===== config.mk =====
export PLATFORM = sky130hd
export DESIGN_NAME = command_receive_flat
export DESIGN_NICKNAME = d
export VERILOG_FILES = /design/src/rtl/command_receive_pkg.sv /design/src/rtl/command_receive_if.sv /design/src/rtl/command_receive_uart_rx_byte.sv /design/src/rtl/command_receive.sv /design/src/flat_wrapper.sv
export SDC_FILE = /design/constraint.sdc
export NUM_CORES = 1
export LEC_CHECK = 0
export ABC_AREA = 1
export ABC_CLOCK_PERIOD_IN_PS = 3350
export CAP_MARGIN = 20
export CORE_MARGIN = 2
export CORE_UTILIZATION = 50
export CTS_CLUSTER_DIAMETER = 200
export DETAILED_ROUTE_END_ITERATION = 12
export GPL_TIMING_DRIVEN = 0
export PLACE_DENSITY_LB_ADDON = 0.3
export SLEW_MARGIN = 10
export SYNTH_ARGS = -nofsm -noshare
export SYNTH_HDL_FRONTEND = slang
export SYNTH_SLANG_ARGS = --single-unit
export TNS_END_PERCENT = 50

===== constraint.sdc =====
create_clock -name clk -period 3.35 [get_ports clk]
set_input_delay 0.67 -clock clk [delete_from_list [all_inputs] [get_ports clk]]
set_output_delay 0.67 -clock clk [all_outputs]
set_load 0.05 [all_outputs]

===== src/rtl/command_receive_pkg.sv =====
// Shared constants and types for the MCU command receiver.
package command_receive_pkg;

    localparam logic [7:0] CMD_ERASE       = 8'hA0;
    localparam logic [7:0] CMD_BAUD        = 8'hA1;
    localparam logic [7:0] CMD_DEMAND_ADDR = 8'hA2;

    localparam logic [3:0]  DEF_HDR_NIBBLE    = 4'hA;
    localparam int unsigned DEF_CLKS_PER_BIT  = 24;
    localparam int unsigned DEF_FRAME_TIMEOUT = 12000;

    typedef enum logic [1:0] {
        RX_IDLE,
        RX_START,
        RX_DATA,
        RX_STOP
    } rx_state_t;

endpackage


===== src/rtl/command_receive_if.sv =====
// Byte, frame and decoded-command outputs of the command receiver.
interface command_receive_if;
    logic        byte_valid;
    logic [7:0]  byte_data;
    logic        frame_err;
    logic        timeout_err;
    logic        cmd_valid;
    logic [7:0]  cmd_code;
    logic [7:0]  cmd_sub;
    logic [15:0] cmd_data;
    logic        en_erase_req;
    logic        en_baud_set;
    logic [7:0]  baud_CMD;
    logic        en_demand_write_addr;

    modport master (
        output byte_valid, byte_data, frame_err, timeout_err,
               cmd_valid, cmd_code, cmd_sub, cmd_data,
               en_erase_req, en_baud_set, baud_CMD, en_demand_write_addr
    );

    modport slave (
        input  byte_valid, byte_data, frame_err, timeout_err,
               cmd_valid, cmd_code, cmd_sub, cmd_data,
               en_erase_req, en_baud_set, baud_CMD, en_demand_write_addr
    );
endinterface


===== src/rtl/command_receive_uart_rx_byte.sv =====
// UART byte receiver: 2-FF synchronizer, falling-edge start detect, 8N1 sampling.
module uart_rx_byte
    import command_receive_pkg::*;
#(
    parameter int unsigned CLKS_PER_BIT = DEF_CLKS_PER_BIT
) (
    input  logic       clk,
    input  logic       rst_n,
    input  logic       rxd,
    output logic       byte_valid,
    output logic [7:0] byte_data,
    output logic       frame_err
);

    localparam int unsigned CW = $clog2(CLKS_PER_BIT);
    localparam logic [CW-1:0] HALF_LAST = CW'(CLKS_PER_BIT / 2 - 1);
    localparam logic [CW-1:0] FULL_LAST = CW'(CLKS_PER_BIT - 1);

    logic sync1, sync2, line_prev, fall;

    rx_state_t     state, state_nx;
    logic [CW-1:0] clk_cnt, clk_cnt_nx;
    logic [2:0]    bit_cnt, bit_cnt_nx;
    logic [7:0]    shift, shift_nx;
    logic [7:0]    data_nx;
    logic          valid_nx, ferr_nx;

    always_ff @(posedge clk or negedge rst_n) begin
        if (!rst_n) begin
            sync1     <= 1'b1;
            sync2     <= 1'b1;
            line_prev <= 1'b1;
        end else begin
            sync1     <= rxd;
            sync2     <= sync1;
            line_prev <= sync2;
        end
    end

    // A start needs a high-to-low transition, so a line stuck low never retriggers.
    assign fall = line_prev & ~sync2;

    always_ff @(posedge clk or negedge rst_n) begin
        if (!rst_n) begin
            state      <= RX_IDLE;
            clk_cnt    <= '0;
            bit_cnt    <= '0;
            shift      <= '0;
            byte_data  <= '0;
            byte_valid <= 1'b0;
            frame_err  <= 1'b0;
        end else begin
            state      <= state_nx;
            clk_cnt    <= clk_cnt_nx;
            bit_cnt    <= bit_cnt_nx;
            shift      <= shift_nx;
            byte_data  <= data_nx;
            byte_valid <= valid_nx;
            frame_err  <= ferr_nx;
        end
    end

    always_comb begin
        state_nx   = state;
        clk_cnt_nx = clk_cnt + 1'b1;
        bit_cnt_nx = bit_cnt;
        shift_nx   = shift;
        data_nx    = byte_data;
        valid_nx   = 1'b0;
        ferr_nx    = 1'b0;
        case (state)
            RX_IDLE: begin
                clk_cnt_nx = '0;
                if (fall) begin
                    state_nx   = RX_START;
                    bit_cnt_nx = '0;
                end
            end
            RX_START: begin
                if (clk_cnt == HALF_LAST) begin
                    clk_cnt_nx = '0;
                    state_nx   = sync2 ? RX_IDLE : RX_DATA;
                end
            end
            RX_DATA: begin
                if (clk_cnt == FULL_LAST) begin
                    clk_cnt_nx = '0;
                    shift_nx   = {sync2, shift[7:1]};
                    if (bit_cnt == 3'd7) begin
                        state_nx = RX_STOP;
                    end else begin
                        bit_cnt_nx = bit_cnt + 1'b1;
                    end
                end
            end
            RX_STOP: begin
                if (clk_cnt == FULL_LAST) begin
                    clk_cnt_nx = '0;
                    state_nx   = RX_IDLE;
                    if (sync2) begin
                        valid_nx = 1'b1;
                        data_nx  = shift;
                    end else begin
                        ferr_nx  = 1'b1;
                    end
                end
            end
            default: state_nx = RX_IDLE;
        endcase
    end

endmodule


===== src/rtl/command_receive.sv =====
// MCU command receiver: assembles 4-byte frames from the UART byte stream,
// aborts stale partial frames, and decodes controller request pulses.
module command_receive
    import command_receive_pkg::*;
#(
    parameter int unsigned CLKS_PER_BIT  = DEF_CLKS_PER_BIT,
    parameter int unsigned FRAME_TIMEOUT = DEF_FRAME_TIMEOUT,
    parameter logic [3:0]  HDR_NIBBLE    = DEF_HDR_NIBBLE
) (
    input  logic              clk,
    input  logic              rst_n,
    input  logic              TXD_MCU,
    command_receive_if.master cmd_if
);

    localparam int unsigned TW = $clog2(FRAME_TIMEOUT);
    localparam logic [TW-1:0] TO_LAST = TW'(FRAME_TIMEOUT - 1);

    logic          rx_valid, rx_ferr;
    logic [7:0]    rx_data;
    logic [1:0]    idx;
    logic [TW-1:0] tmo_cnt;
    logic [7:0]    code_r, sub_r, lo_r;
    logic          cmd_valid, timeout_err;
    logic          en_erase, en_baud, en_dem;
    logic [7:0]    cmd_code, cmd_sub, baud_cmd;
    logic [15:0]   cmd_data;

    uart_rx_byte #(
        .CLKS_PER_BIT(CLKS_PER_BIT)
    ) u_rx (
        .clk       (clk),
        .rst_n     (rst_n),
        .rxd       (TXD_MCU),
        .byte_valid(rx_valid),
        .byte_data (rx_data),
        .frame_err (rx_ferr)
    );

    always_ff @(posedge clk or negedge rst_n) begin
        if (!rst_n) begin
            idx         <= '0;
            tmo_cnt     <= '0;
            code_r      <= '0;
            sub_r       <= '0;
            lo_r        <= '0;
            cmd_valid   <= 1'b0;
            timeout_err <= 1'b0;
            en_erase    <= 1'b0;
            en_baud     <= 1'b0;
            en_dem      <= 1'b0;
            cmd_code    <= '0;
            cmd_sub     <= '0;
            cmd_data    <= '0;
            baud_cmd    <= '0;
        end else begin
            cmd_valid   <= 1'b0;
            timeout_err <= 1'b0;
            en_erase    <= 1'b0;
            en_baud     <= 1'b0;
            en_dem      <= 1'b0;
            // A byte landing on the terminal count wins over the timeout.
            if (rx_valid) begin
                tmo_cnt <= '0;
                case (idx)
                    2'd0: begin
                        if (rx_data[7:4] == HDR_NIBBLE) begin
                            code_r <= rx_data;
                            idx    <= 2'd1;
                        end
                    end
                    2'd1: begin
                        sub_r <= rx_data;
                        idx   <= 2'd2;
                    end
                    2'd2: begin
                        lo_r <= rx_data;
                        idx  <= 2'd3;
                    end
                    default: begin
                        idx       <= 2'd0;
                        cmd_valid <= 1'b1;
                        cmd_code  <= code_r;
                        cmd_sub   <= sub_r;
                        cmd_data  <= {rx_data, lo_r};
                        en_erase  <= (code_r == CMD_ERASE);
                        en_baud   <= (code_r == CMD_BAUD);
                        en_dem    <= (code_r == CMD_DEMAND_ADDR);
                        if (code_r == CMD_BAUD) begin
                            baud_cmd <= lo_r;
                        end
                    end
                endcase
            end else if (idx != 2'd0) begin
                if (tmo_cnt == TO_LAST) begin
                    idx         <= 2'd0;
                    timeout_err <= 1'b1;
                    tmo_cnt     <= '0;
                end else begin
                    tmo_cnt <= tmo_cnt + 1'b1;
                end
            end
        end
    end

    assign cmd_if.byte_valid           = rx_valid;
    assign cmd_if.byte_data            = rx_data;
    assign cmd_if.frame_err            = rx_ferr;
    assign cmd_if.timeout_err          = timeout_err;
    assign cmd_if.cmd_valid            = cmd_valid;
    assign cmd_if.cmd_code             = cmd_code;
    assign cmd_if.cmd_sub              = cmd_sub;
    assign cmd_if.cmd_data             = cmd_data;
    assign cmd_if.en_erase_req         = en_erase;
    assign cmd_if.en_baud_set          = en_baud;
    assign cmd_if.baud_CMD             = baud_cmd;
    assign cmd_if.en_demand_write_addr = en_dem;

endmodule


===== src/flat_wrapper.sv =====
// flat-port wrapper written by rule: the top's interface ports become plain ports
module command_receive_flat import command_receive_pkg::*;
#(
    parameter int unsigned CLKS_PER_BIT  = DEF_CLKS_PER_BIT,
    parameter int unsigned FRAME_TIMEOUT = DEF_FRAME_TIMEOUT,
    parameter logic [3:0]  HDR_NIBBLE    = DEF_HDR_NIBBLE
)
  (clk, rst_n, TXD_MCU, cmd_if_byte_valid, cmd_if_byte_data, cmd_if_frame_err, cmd_if_timeout_err, cmd_if_cmd_valid, cmd_if_cmd_code, cmd_if_cmd_sub, cmd_if_cmd_data, cmd_if_en_erase_req, cmd_if_en_baud_set, cmd_if_baud_CMD, cmd_if_en_demand_write_addr);
  command_receive_if cmd_if_i ();
  input  logic clk;
  input  logic rst_n;
  input  logic TXD_MCU;
  output wire logic [$bits(cmd_if_i.byte_valid)-1:0] cmd_if_byte_valid;
  output wire logic [$bits(cmd_if_i.byte_data)-1:0] cmd_if_byte_data;
  output wire logic [$bits(cmd_if_i.frame_err)-1:0] cmd_if_frame_err;
  output wire logic [$bits(cmd_if_i.timeout_err)-1:0] cmd_if_timeout_err;
  output wire logic [$bits(cmd_if_i.cmd_valid)-1:0] cmd_if_cmd_valid;
  output wire logic [$bits(cmd_if_i.cmd_code)-1:0] cmd_if_cmd_code;
  output wire logic [$bits(cmd_if_i.cmd_sub)-1:0] cmd_if_cmd_sub;
  output wire logic [$bits(cmd_if_i.cmd_data)-1:0] cmd_if_cmd_data;
  output wire logic [$bits(cmd_if_i.en_erase_req)-1:0] cmd_if_en_erase_req;
  output wire logic [$bits(cmd_if_i.en_baud_set)-1:0] cmd_if_en_baud_set;
  output wire logic [$bits(cmd_if_i.baud_CMD)-1:0] cmd_if_baud_CMD;
  output wire logic [$bits(cmd_if_i.en_demand_write_addr)-1:0] cmd_if_en_demand_write_addr;
  assign cmd_if_byte_valid = cmd_if_i.byte_valid;
  assign cmd_if_byte_data = cmd_if_i.byte_data;
  assign cmd_if_frame_err = cmd_if_i.frame_err;
  assign cmd_if_timeout_err = cmd_if_i.timeout_err;
  assign cmd_if_cmd_valid = cmd_if_i.cmd_valid;
  assign cmd_if_cmd_code = cmd_if_i.cmd_code;
  assign cmd_if_cmd_sub = cmd_if_i.cmd_sub;
  assign cmd_if_cmd_data = cmd_if_i.cmd_data;
  assign cmd_if_en_erase_req = cmd_if_i.en_erase_req;
  assign cmd_if_en_baud_set = cmd_if_i.en_baud_set;
  assign cmd_if_baud_CMD = cmd_if_i.baud_CMD;
  assign cmd_if_en_demand_write_addr = cmd_if_i.en_demand_write_addr;
  command_receive #(.CLKS_PER_BIT(CLKS_PER_BIT), .FRAME_TIMEOUT(FRAME_TIMEOUT), .HDR_NIBBLE(HDR_NIBBLE)) u_core (.clk(clk), .rst_n(rst_n), .TXD_MCU(TXD_MCU), .cmd_if(cmd_if_i));
endmodule

Figure 1. Logic cells by family (run 1).
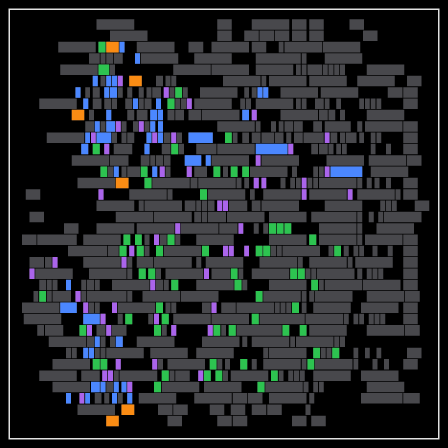
- NOR gates: blue (cells 49; most used nor2_1)
- inverters: purple (cells 53; most used inv_1)
- XOR/XNOR gates: orange (cells 6; most used xor2_1)
- inverting AOI/OAI gates: green (cells 62; most used o21ai_0)

Figure 2. Power grid (run 1).
Pins as bars on the die edge.
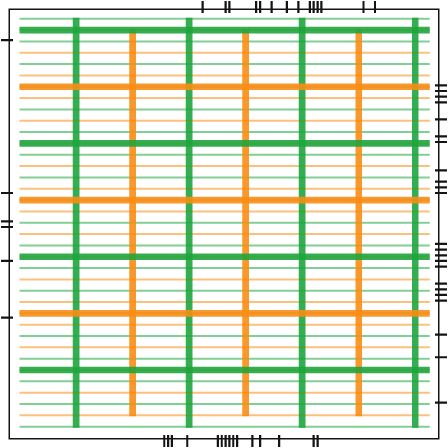
- VSS: green
- VDD: orange
- rows: 36
- met4 straps: 7
- met5 straps: 7
- met1 rails: 37
VDD IR max: 340.1 uV
core area: 9639 um2

==> run summary, run 1 <==
fresh numbers from the pnr run: commonest cells in the netlist nand2_1 (182), dfrtp_1 (113), o21ai_0 (55), final wirelength 10.37 mm, I/O Buffers 57, startpoint types register, vias in the first global route 3720, CP top delay family buffers and inverters, postcts setup bufs 0, overall overflow remaining after global route 0, outcome completed, Seq share, synth 0.5961, cell taking the most area after synthesis dfrtp_1, CP Class reg -> out, Syn Area/Cell 9.114 um2, FP Rows 36, max frequency 405.4 MHz, Critical Path, Cell by Cell clkdlybuf4s50_1, crit path DAT 1.80 ns, final core utilization 0.6490, root buffer cell clkbuf_8, antenna-violating nets left 0, Crit Reg-Reg Endpoint u_core.tmo_cnt[9]$_DFFE_PN0P_, CP max stage cell clkdlybuf4s50_1, # DRC 0, crit share post-route 0.7363, min Tclk post-route 2.466 ns, drt via density 5.033, static leakage 2.962 nW, flip-flops with a built-in enable 0, clk_skew 0.01043 ns, fin worst setup slack 0.8836 ns, Mapped Area 4876 um2, first-pass GRT wire length 17.46 mm, top cells, area dfrtp_1 (58%), nand2_1 (14%), o21ai_0 (5.6%), vias 3815, Mapped Cells 535, proportion of layout cells with a drive suffix above 1 0.09600, maximum clock insertion buffer count 2, clk_lat worst skew 0.52 ns, Cell Int Power 0.002743 W, # IOs 58, synth-to-layout area growth 28.30%, worst hold margin 0.07943 ns, max incr delay on CP 0.84 ns, fp_density 0.5058, final setup TNS 0 ns, Clk pin slew, worst setup/hold paths 0.06 ns, Seq pwr share 0.414, cell count listed in synth_stat.txt 535, Hold Buf Count CTS 0, Yosys reg bits 116, Clock Power Share 0.522, DP HPWL 7.175 mm, PwrDens 570.1 nW/um2, pin count of the biggest net entering global routing 68, First-pass DRT Iterations 4, total track usage 0.2171, CTS tree built, Max FO, Critical Path 4, Worst slew margin 0.6402, Chip Area, Yosys 4876 um2, CTS Buf Count 17, Top-area cell share 0.5799, tool warnings 30, DRT iter0 DRCs 158, WP buf/inv 1
Figure 3. Layout detail (run 1).
Window x 1 to 51, y 52 to 102 um. Cells in grey, sequential cells in the stronger grey; small squares are vias.
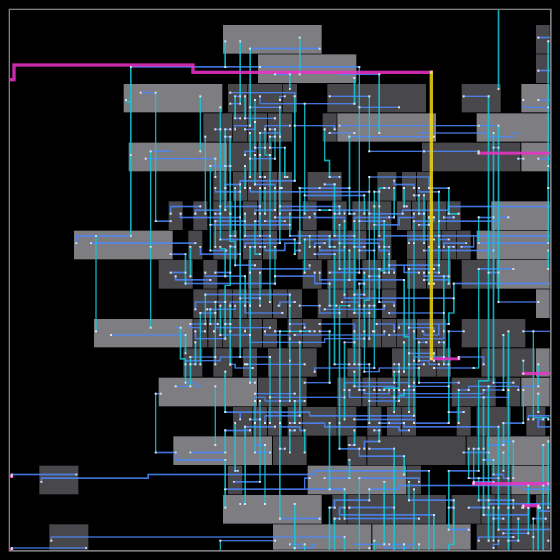
- metal 1: blue
- metal 4: yellow
- metal 3: magenta
- metal 2: cyan
- sequential cells in the window: 18
- most frequent: nand2_1 (34), nor2_1 (22), dfrtp_1 (18)
- cells with their middle in the window: 148
- netlist names of flops here include: `u_core.tmo_cnt` (14)

run 1: power by group through the flow:
stage	Clock, W	Combinational, W	Sequential [W]
after global placement	0	0.000210	0.00150
after detailed placement	0	0.000231	0.00150
after CTS	0.00188	0.000231	0.00148
after global routing	0.00196	0.000267	0.00148
after floorplan	0	0.000160	0.00149
final	0.00186	0.000227	0.00148
run 1: worst max-delay path by stage:
stage	start	endpoint	slack, ns	cells after the start
finish	u_core.u_rx.byte_data[1]$_DFFE_PN0P_	cmd_if_byte_data[1]	0.88	1
global route	u_core.u_rx.byte_data[3]$_DFFE_PN0P_	cmd_if_byte_data[3]	0.83	1
CTS	u_core.u_rx.byte_data[1]$_DFFE_PN0P_	cmd_if_byte_data[1]	0.86	1
detailed placement	u_core.u_rx.byte_data[1]$_DFFE_PN0P_	cmd_if_byte_data[1]	1.42	1
global placement	rst_n	u_core.tmo_cnt[9]$_DFFE_PN0P_	-2.63	1
floorplan	u_core.u_rx.byte_valid$_DFF_PN0_	u_core.cmd_if.en_demand_write_addr$_DFF_PN0_	1.80	6
run 1: layer usage:
layer,share of wire,wire length [um],up-vias,GRT usage
li1,-,-,1860,-
met1,0.43,4461,1839,0.2666
met2,0.51,5266,95,0.3731
met3,0.041,421,21,0.05559
met4,0.021,217,0,0.07895
met5,0,0,-,0
run 1: cell type report:
class,count,area [um2],area share
flip-flops and latches,116,2907,0.4646
multi-input cells,353,1702,0.2720
repair buffers,58,599.3,0.09580
clock buffers,21,439.2,0.07020
inverters,53,198.9,0.03180
clock inverters,11,175.2,0.02800
well taps,133,166.4,0.02660
plain buffers,13,68.82,0.01100
run 1: registers in the layout, indices dropped and copies added (netlist names), 2 cells and up, named ones only:
signal / cells
u_core.tmo_cnt: 14
u_core.u_rx.bit_cnt: 3
u_core.u_rx.shift: 8
u_core.u_rx.byte_data: 8
u_core.u_rx.clk_cnt: 5
u_core.cmd_if.cmd_code: 8
u_core.sub_r: 8
u_core.cmd_if.cmd_sub: 8
u_core.idx: 2
u_core.cmd_if.baud_CMD: 8
u_core.cmd_if.cmd_data: 16
u_core.code_r: 8
u_core.lo_r: 8
run 1: metrics by stage:
step                      instance area (um2)  instances  total power (W)
final                                    6256        758         0.003567
after global routing                     6256        758         0.003707
after CTS                                6256        758         0.003592
after detailed placement                 5642        726         0.001731
after global placement                   5613        725         0.001707
after floorplan                          4876        535         0.001654
run 1: logic make-up after synthesis:
logic type      count (synthesis)  synth area share
simple gates                  275            0.2494
buf+inv                        66           0.05491
fa+ha+maj                       9           0.02310
xor+xnor                        6           0.01078
flops                         116            0.5961
compound gates                 63           0.06569
## Run 2: what changed since run 1
--- a/config.mk
+++ b/config.mk
@@ -6,7 +6,7 @@
 export NUM_CORES = 1
 export LEC_CHECK = 0
 export ABC_AREA = 1
-export ABC_CLOCK_PERIOD_IN_PS = 3350
+export ABC_CLOCK_PERIOD_IN_PS = 2250
 export CAP_MARGIN = 20
 export CORE_MARGIN = 2
 export CORE_UTILIZATION = 50
==> constraint.sdc (replaced) <==
create_clock -name clk -period 2.25 [get_ports clk]
set_input_delay 0.45 -clock clk [delete_from_list [all_inputs] [get_ports clk]]
set_output_delay 0.45 -clock clk [all_outputs]
set_load 0.05 [all_outputs]
Figure 4. Power grid (run 2).
Pins as bars on the die edge.
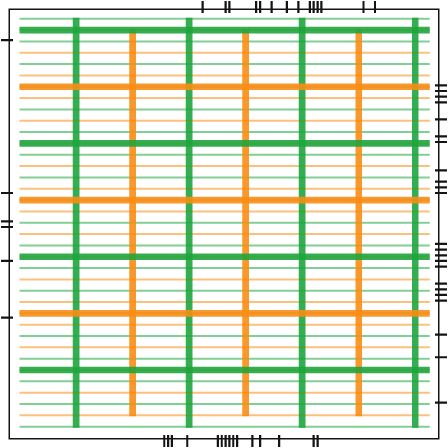
- VDD: orange
- VSS: green
- met5 straps: 7
- met4 straps: 7
- met1 rails: 37

Figure 5. Logic cells by family (run 2).
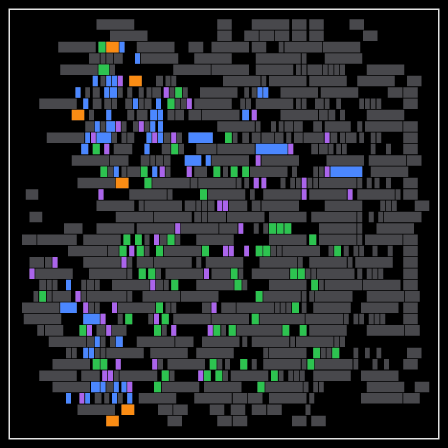
- inverting AOI/OAI gates: green (cells 62; most used o21ai_0)
- XOR/XNOR gates: orange (cells 6; most used xor2_1)
- NOR gates: blue (cells 49; most used nor2_1)
- inverters: purple (cells 53; most used inv_1)
most frequent logic cell in the layout: nand2_1
logic share of the area: 0.2715
post-route insts no fill: 759

==> run 2 against run 1 <==
Net effect: total power rose by 49%; first-iteration DRC count rose by 7.0%; area after synthesis did not move; global-route usage barely moved; synthesized cell count did not move; critical path depth did not move; register-to-register slack got worse by 1.1 ns; via count fell by 0.42%; non-clock buffer count rose by 1; clock power rose by 49%; largest power group unchanged; final cell count rose by 0.13%; sequential power rose by 49%.
==> run summary, run 2 <==
fresh numbers from the pnr run: final core utilization 0.6503, tool warnings 30, worst-margin pin slew 0.5353 ns, H-Tree Depth 4, flip-flops with a built-in enable 0, CP top delay family buffers and inverters, DRT iter0 DRCs 169, fp_density 0.5058, WP buf/inv 1, Chip Area, Yosys 4876 um2, Syn Area/Cell 9.114 um2, CP Class reg -> out, drt via density 5.005, Worst EP required 1.80 ns, crit path DAT 1.74 ns, Synth top cell by count nand2_1, outcome completed, Largest register FFs 16, wire per inst 13.67 um, overall overflow remaining after global route 0, final setup TNS 0 ns, postcts setup bufs 0, DP HPWL 7.175 mm, Seq share, synth 0.5961, synth-to-layout area growth 28.56%, RSZ-0062 raised after global routing false, Unique cell types 31, Worst slew margin 0.6405, fillers 782, clk_lat worst skew 0.51 ns, startpoint types register, fin worst setup slack 0.05552 ns, Mapped Cells 535, biggest regs u_core.cmd_if.cmd_data (16), u_core.tmo_cnt (14), antenna-violating nets left 0, Top Layout Cells nand2_1 (182), dfrtp_1 (113), o21ai_0 (55), final wirelength 10.38 mm, Final nets 625, Final Hold Fails 0, CP max stage cell clkdlybuf4s50_1, Clk pin slew, worst setup/hold paths 0.06 ns, min Tclk post-route 2.194 ns, Slew Viols, Final 0, PwrDens 846.5 nW/um2, cell count listed in synth_stat.txt 535, maximum clock insertion buffer count 2, CTS tree built, hold crit path type in -> reg, VDD IR max 506.7 uV, Mapped Area 4876 um2, Synth Warn # 0, total track usage 0.2169, Largest Register u_core.cmd_if.cmd_data, clk_skew 0.01124 ns, Setup WS pre-CTS 0.5370 ns, endpoints failing setup 0, first-pass GRT wire length 17.45 mm, antenna violations before repair 0, worst hold margin 0.3421 ns, cell taking the most area after synthesis dfrtp_1, # IOs 58, crit share post-route 0.9753, number of inserted diodes 0, FP Rows 36, core area 9639 um2, commonest cells in the netlist nand2_1 (182), dfrtp_1 (113), o21ai_0 (55), Critical Path, Cell by Cell clkdlybuf4s50_1, First-pass DRT Iterations 4, Placer Congestion 0.8422, root buffer cell clkbuf_8, Post-Syn Nets 547, static leakage 3.013 nW, chip width 102.8 um, Max FO, Critical Path 4, vias in the first global route 3714, max frequency 455.7 MHz, CTS Buf Count 17, CP Capture Type output port, pin count of the biggest net entering global routing 68, Chip Height 102.8 um, max incr delay on CP 0.83 ns, Top-area cell share 0.5799, Yosys reg bits 116, proportion of layout cells with a drive suffix above 1 0.09585, Max-Cap Viols 0, I/O Buffers 57, asr flop ratio synth 1.000, total die area 10560 um2, ys flop type dfrtp_1, vias 3799, # DRC 0, top cells, area dfrtp_1 (58%), nand2_1 (14%), o21ai_0 (5.6%), clock sinks 116
-- run 2: cell counts after synthesis --
Identical to the previous run, type by type.
-- run 2: area by class of cell --
class | count | area (um2) | share of cell area
timing repair buffer | 59 | 611.8 | 0.09760
inverter | 53 | 198.9 | 0.03174
clock inverter | 11 | 175.2 | 0.02794
buffer | 13 | 68.82 | 0.01098
sequential | 116 | 2907 | 0.4637
clock buffer | 21 | 439.2 | 0.07006
multi-input combinational | 353 | 1702 | 0.2715
tap | 133 | 166.4 | 0.02655
-- run 2: kinds of logic (layout without fill, tap and decap cells) --
family                   count (synthesis)  count (layout)  synth area share
AND/OR/NAND/NOR                        275             275            0.2494
AND-OR/OR-AND                           63              63           0.06569
flip-flops                             116             116            0.5961
adder cells (fa/ha/maj)                  9               9           0.02310
XOR/XNOR                                 6               6           0.01078
buffers and inverters                   66             157           0.05491
-- run 2: routing by layer --
layer  global-route usage  routed length [um]  vias up
met5                    0                   0        -
li1                     -                   -     1860
met4              0.07895                 205        0
met3              0.05559                 397       22
met1               0.2662                4527     1831
met2               0.3731                5245       86
-- run 2: through the flow --
stage	total power (W)	cells	area, um2
detailed placement	0.002578	726	5642
floorplan	0.002462	535	4876
finish	0.005307	759	6269
global route	0.005520	759	6269
global placement	0.002542	725	5613
CTS	0.005349	759	6264
-- run 2: what timing repair did --
item | 4_1_cts | 5_1_grt
gates resized | 2 | 2
setup endpoints to repair | 2 | 2
gates cloned | 0 | 0
hold endpoints to repair | 49 | 0
hold buffers | 1 | 0
-- run 2: where the power goes --
group / internal, W / switching (W)
clock network: 0.00183 / 0.000934
logic: 0.000108 / 0.000231
registers: 0.00214 / 0.0000561
total: 0.00409 / 0.00122
-- run 2: final timing paths --
kind                                                      start  depth (start not counted)                              endpoint  slack [ns]
max                        u_core.u_rx.byte_data[5]$_DFFE_PN0P_                          1                   cmd_if_byte_data[5]        0.06
min                                                     TXD_MCU                          1           u_core.u_rx.sync1$_DFF_PN1_        0.34
max reg2reg                           u_core.idx[0]$_DFFE_PN0P_                          9         u_core.tmo_cnt[9]$_DFFE_PN0P_        0.64
min reg2reg                         u_core.u_rx.sync1$_DFF_PN1_                          0           u_core.u_rx.sync2$_DFF_PN1_        0.36
max in group asynchronous                                 rst_n                          3           u_core.u_rx.sync1$_DFF_PN1_        1.10
min in group asynchronous                                 rst_n                          2  u_core.cmd_if.cmd_sub[4]$_DFFE_PN0P_        0.44
## Run 3: what changed since run 2
--- a/config.mk
+++ b/config.mk
@@ -5,7 +5,6 @@
 export SDC_FILE = /design/constraint.sdc
 export NUM_CORES = 1
 export LEC_CHECK = 0
-export ABC_AREA = 1
 export ABC_CLOCK_PERIOD_IN_PS = 2250
 export CAP_MARGIN = 20
 export CORE_MARGIN = 2
Figure 6. Power grid (run 3).
Pins as bars on the die edge.
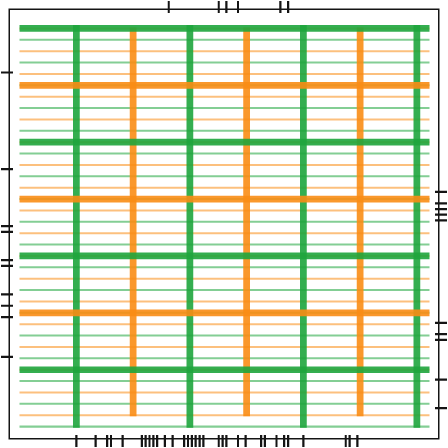
- VDD: orange
- VSS: green
- met5 straps: 7
- rows: 35

Figure 7. Logic cells by family (run 3).
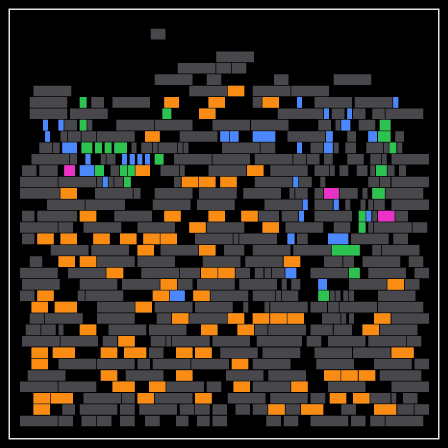
- NOR gates: blue (cells 33; most used nor2_1)
- AND-OR and OR-AND gates: magenta (cells 3)
- multiplexers: orange (cells 79; most used mux2_2)
- inverting AOI/OAI gates: green (cells 22; most used o21ai_0)

==> run 3 against run 2 <==
Net effect: first-iteration DRC count down 33%; clock power down 4%; core utilization up 1.3 points; global-route usage down 2.1 points; sequential power about the same; routed wire length down 11%; worst setup slack better by 0.039 ns; final area down 1.2%; flip-flop count unchanged; clock skew down 0.0031 ns; die size down 0.84%; non-clock buffer count down 2; critical path type unchanged.
==> run summary, run 3 <==
fresh numbers from the pnr run: Yosys reg bits 116, RSZ-0062 raised after global routing false, DP Area 5594 um2, proportion of layout cells with a drive suffix above 1 0.2945, # IOs 58, DP HPWL 6.178 mm, Worst EP required 1.80 ns, Max-Cap Viols 0, drt via density 5.228, crit path DAT 1.71 ns, CTS tree built, asr flop ratio synth 1.000, Worst slew margin 0.5463, biggest regs u_core.cmd_if.cmd_data (16), u_core.tmo_cnt (14), WHS Endpoint u_core.u_rx.sync1$_DFF_PN1_, worst hold margin 0.3423 ns, endpoints failing setup 0, CP max stage cell clkdlybuf4s50_1, fp_density 0.5182, Synth top cell by count dfrtp_1, CP Class reg -> out, Final nets 437, Largest Register u_core.cmd_if.cmd_data, flip-flops with a built-in enable 0, vias in the first global route 3060, fillers 691, Top Layout Cells dfrtp_1 (113), mux2_2 (68), clkdlybuf4s50_1 (47), Syn Area/Cell 13.93 um2, crit share post-route 0.9580, First-pass DRT Iterations 4, Largest register FFs 16, maximum clock insertion buffer count 2, ys flop type dfrtp_1, Logic cell area 1829 um2, I/O Buffers 57, r2r worst-path depth 7, clk_skew 0.008155 ns, commonest cells in the netlist dfrtp_1 (113), mux2_2 (68), nand2_1 (20), total die area 10470 um2, Top-area cell share 0.5850, fin worst setup slack 0.09455 ns, Critical Path, Cell by Cell clkdlybuf4s50_1, cell taking the most area after synthesis dfrtp_1, worst hold stages 1, total power 0.005105 W, # DRC 0, min Tclk post-route 2.155 ns, VDD IR max 966.5 uV, Final Hold Fails 0, first-pass GRT wire length 15.22 mm, most frequent logic cell in the layout dfrtp_1, Mapped Area 4833 um2, clock sinks 116, hold crit path type in -> reg, FP Rows 35, total track usage 0.1958, static leakage 3.060 nW, number of inserted diodes 0, clk_lat worst skew 0.52 ns, HP Start TXD_MCU, Setup WS pre-CTS 0.06840 ns, Max FO, Critical Path 2, CTS Buf Count 17, WP buf/inv 1, top cells, area dfrtp_1 (59%), mux2_2 (16%), mux2_4 (2.5%), root buffer cell clkbuf_8, cell count listed in synth_stat.txt 347, R2R Setup Slk 0.11 ns, Placer Congestion 0.7811, core area 9328 um2, design area 6191 um2, Clk pin slew, worst setup/hold paths 0.06 ns, chip width 102.3 um, antenna-violating nets left 0, H-Tree Depth 4, DRT iter0 DRCs 113, tool warnings 30, Post-Syn Nets 359, CP Capture Type output port, FF-to-FF Start u_core.idx[0]$_DFFE_PN0P_, Chip Height 102.3 um, vias 2964, outcome completed, final wirelength 9.244 mm, Chip Area, Yosys 4833 um2, CP top delay family buffers and inverters, overall overflow remaining after global route 0, Seq share, synth 0.6013, max frequency 463.9 MHz, startpoint types register, max incr delay on CP 0.82 ns, worst-margin pin slew 0.6806 ns, synth-to-layout area growth 28.09%, Mapped Cells 347, Synth Warn # 0, wire per inst 16.30 um, antenna violations before repair 0, register area 2907 um2, pin count of the biggest net entering global routing 71, Slew Viols, Final 0, Crit Reg-Reg Endpoint u_core.tmo_cnt[13]$_DFFE_PN0P_, PwrDens 824.6 nW/um2, Unique cell types 57
-- run 3: cell count changes in the layout (fill, tap and decap cells not counted), sizes merged, moves of 7 or more --
| cell | delta |
|---|---|
| mux2 | +76 |
| inv | -47 |
| nand4 | -10 |
| nand2 | -164 |
| nor2 | -20 |
| dlygate4sd2 | +7 |
| o21ai | -50 |
| nand3 | -20 |
-- run 3: per-stage QoR --
| step | util | TNS (ns) | cells |
|---|---|---|---|
| floorplan | - | 0 | 347 |
| CTS | 0.6634 | 0 | 567 |
| finish | 0.6637 | 0 | 567 |
| detailed placement | 0.5997 | 0 | 534 |
| global route | 0.6637 | 0 | 567 |
| global placement | 0.5966 | -411.13 | 533 |
-- run 3: how the worst max path moves through the flow --
| stage | from | endpoint | slack, ns | cells after the start |
|---|---|---|---|---|
| CTS | u_core.idx[0]$_DFFE_PN0P_ | u_core.tmo_cnt[13]$_DFFE_PN0P_ | 0.03 | 7 |
| detailed placement | u_core.idx[0]$_DFFE_PN0P_ | u_core.tmo_cnt[13]$_DFFE_PN0P_ | 0.07 | 7 |
| finish | u_core.cmd_if.baud_CMD[0]$_DFFE_PN0P_ | cmd_if_baud_CMD[0] | 0.09 | 1 |
| global route | u_core.idx[0]$_DFFE_PN0P_ | u_core.tmo_cnt[13]$_DFFE_PN0P_ | 0.02 | 7 |
| global placement | rst_n | u_core.u_rx.clk_cnt[4]$_DFF_PN0_ | -3.59 | 1 |
| floorplan | u_core.u_rx.byte_valid$_DFF_PN0_ | u_core.cmd_if.baud_CMD[0]$_DFFE_PN0P_ | 0.18 | 7 |
-- run 3: area by class of cell --
class                   instances  area share
clock buffers                  23     0.07538
plain buffers                  11     0.01051
well taps                     129     0.02607
inverters                       9    0.005659
flip-flops and latches        116      0.4695
repair buffers                 59     0.09660
multi-input cells             211      0.2955
clock inverters                 9     0.02082
-- run 3: per-layer routing --
metal / routed length [um] / track usage / vias up
met5: 0 / 0 / -
met4: 185 / 0.07385 / 0
met3: 310 / 0.06977 / 15
met2: 4587 / 0.3264 / 47
met1: 4160 / 0.2343 / 1506
li1: - / - / 1396
-- run 3: timing repair --
item	4_1_cts	5_1_grt
buffers inserted	0	0
gates cloned	0	0
hold buffers	1	0
resized	9	1
setup endpoints to repair	9	1
hold endpoints to repair	46	0
pin swaps	0	0
-- run 3: worst reg2reg max path: stages, from the launching register on --
cell and delay (ns):
dfrtp_1 0.40, inv_1 0.11, ha_2 0.26, nor2b_4 0.14, buf_6 0.14, or3_4 0.38
or4_4 0.49, a21oi_2 0.15
-- run 3: logic make-up after synthesis --
| group | synth area share |
|---|---|
| AND-OR/OR-AND | 0.03728 |
| XOR/XNOR | 0.01993 |
| adder cells (fa/ha/maj) | 0.02330 |
| buffers and inverters | 0.02071 |
| flip-flops | 0.6013 |
| multiplexers | 0.1895 |
| AND/OR/NAND/NOR | 0.1079 |
-- run 3: power breakdown --
group,switching (W),internal [W]
Combinational,0.000152,0.0000943
Clock,0.000900,0.00177
Sequential,0.0000463,0.00214
Total,0.00110,0.00401

## Gallery

Clock wiring as the flow saved it.
Plate I
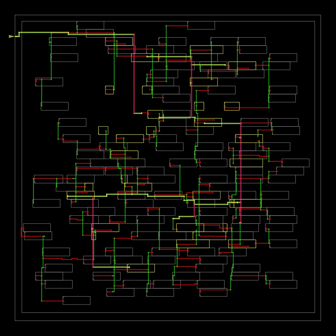
Plate II
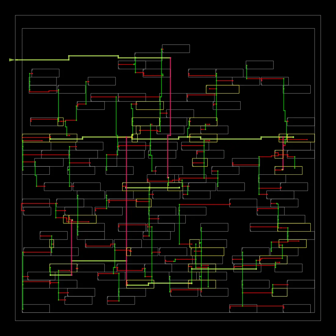
- Plate II = run 3
- Plate I = run 2

Power figures rest on the tool's default switching activity, not on a simulated workload.
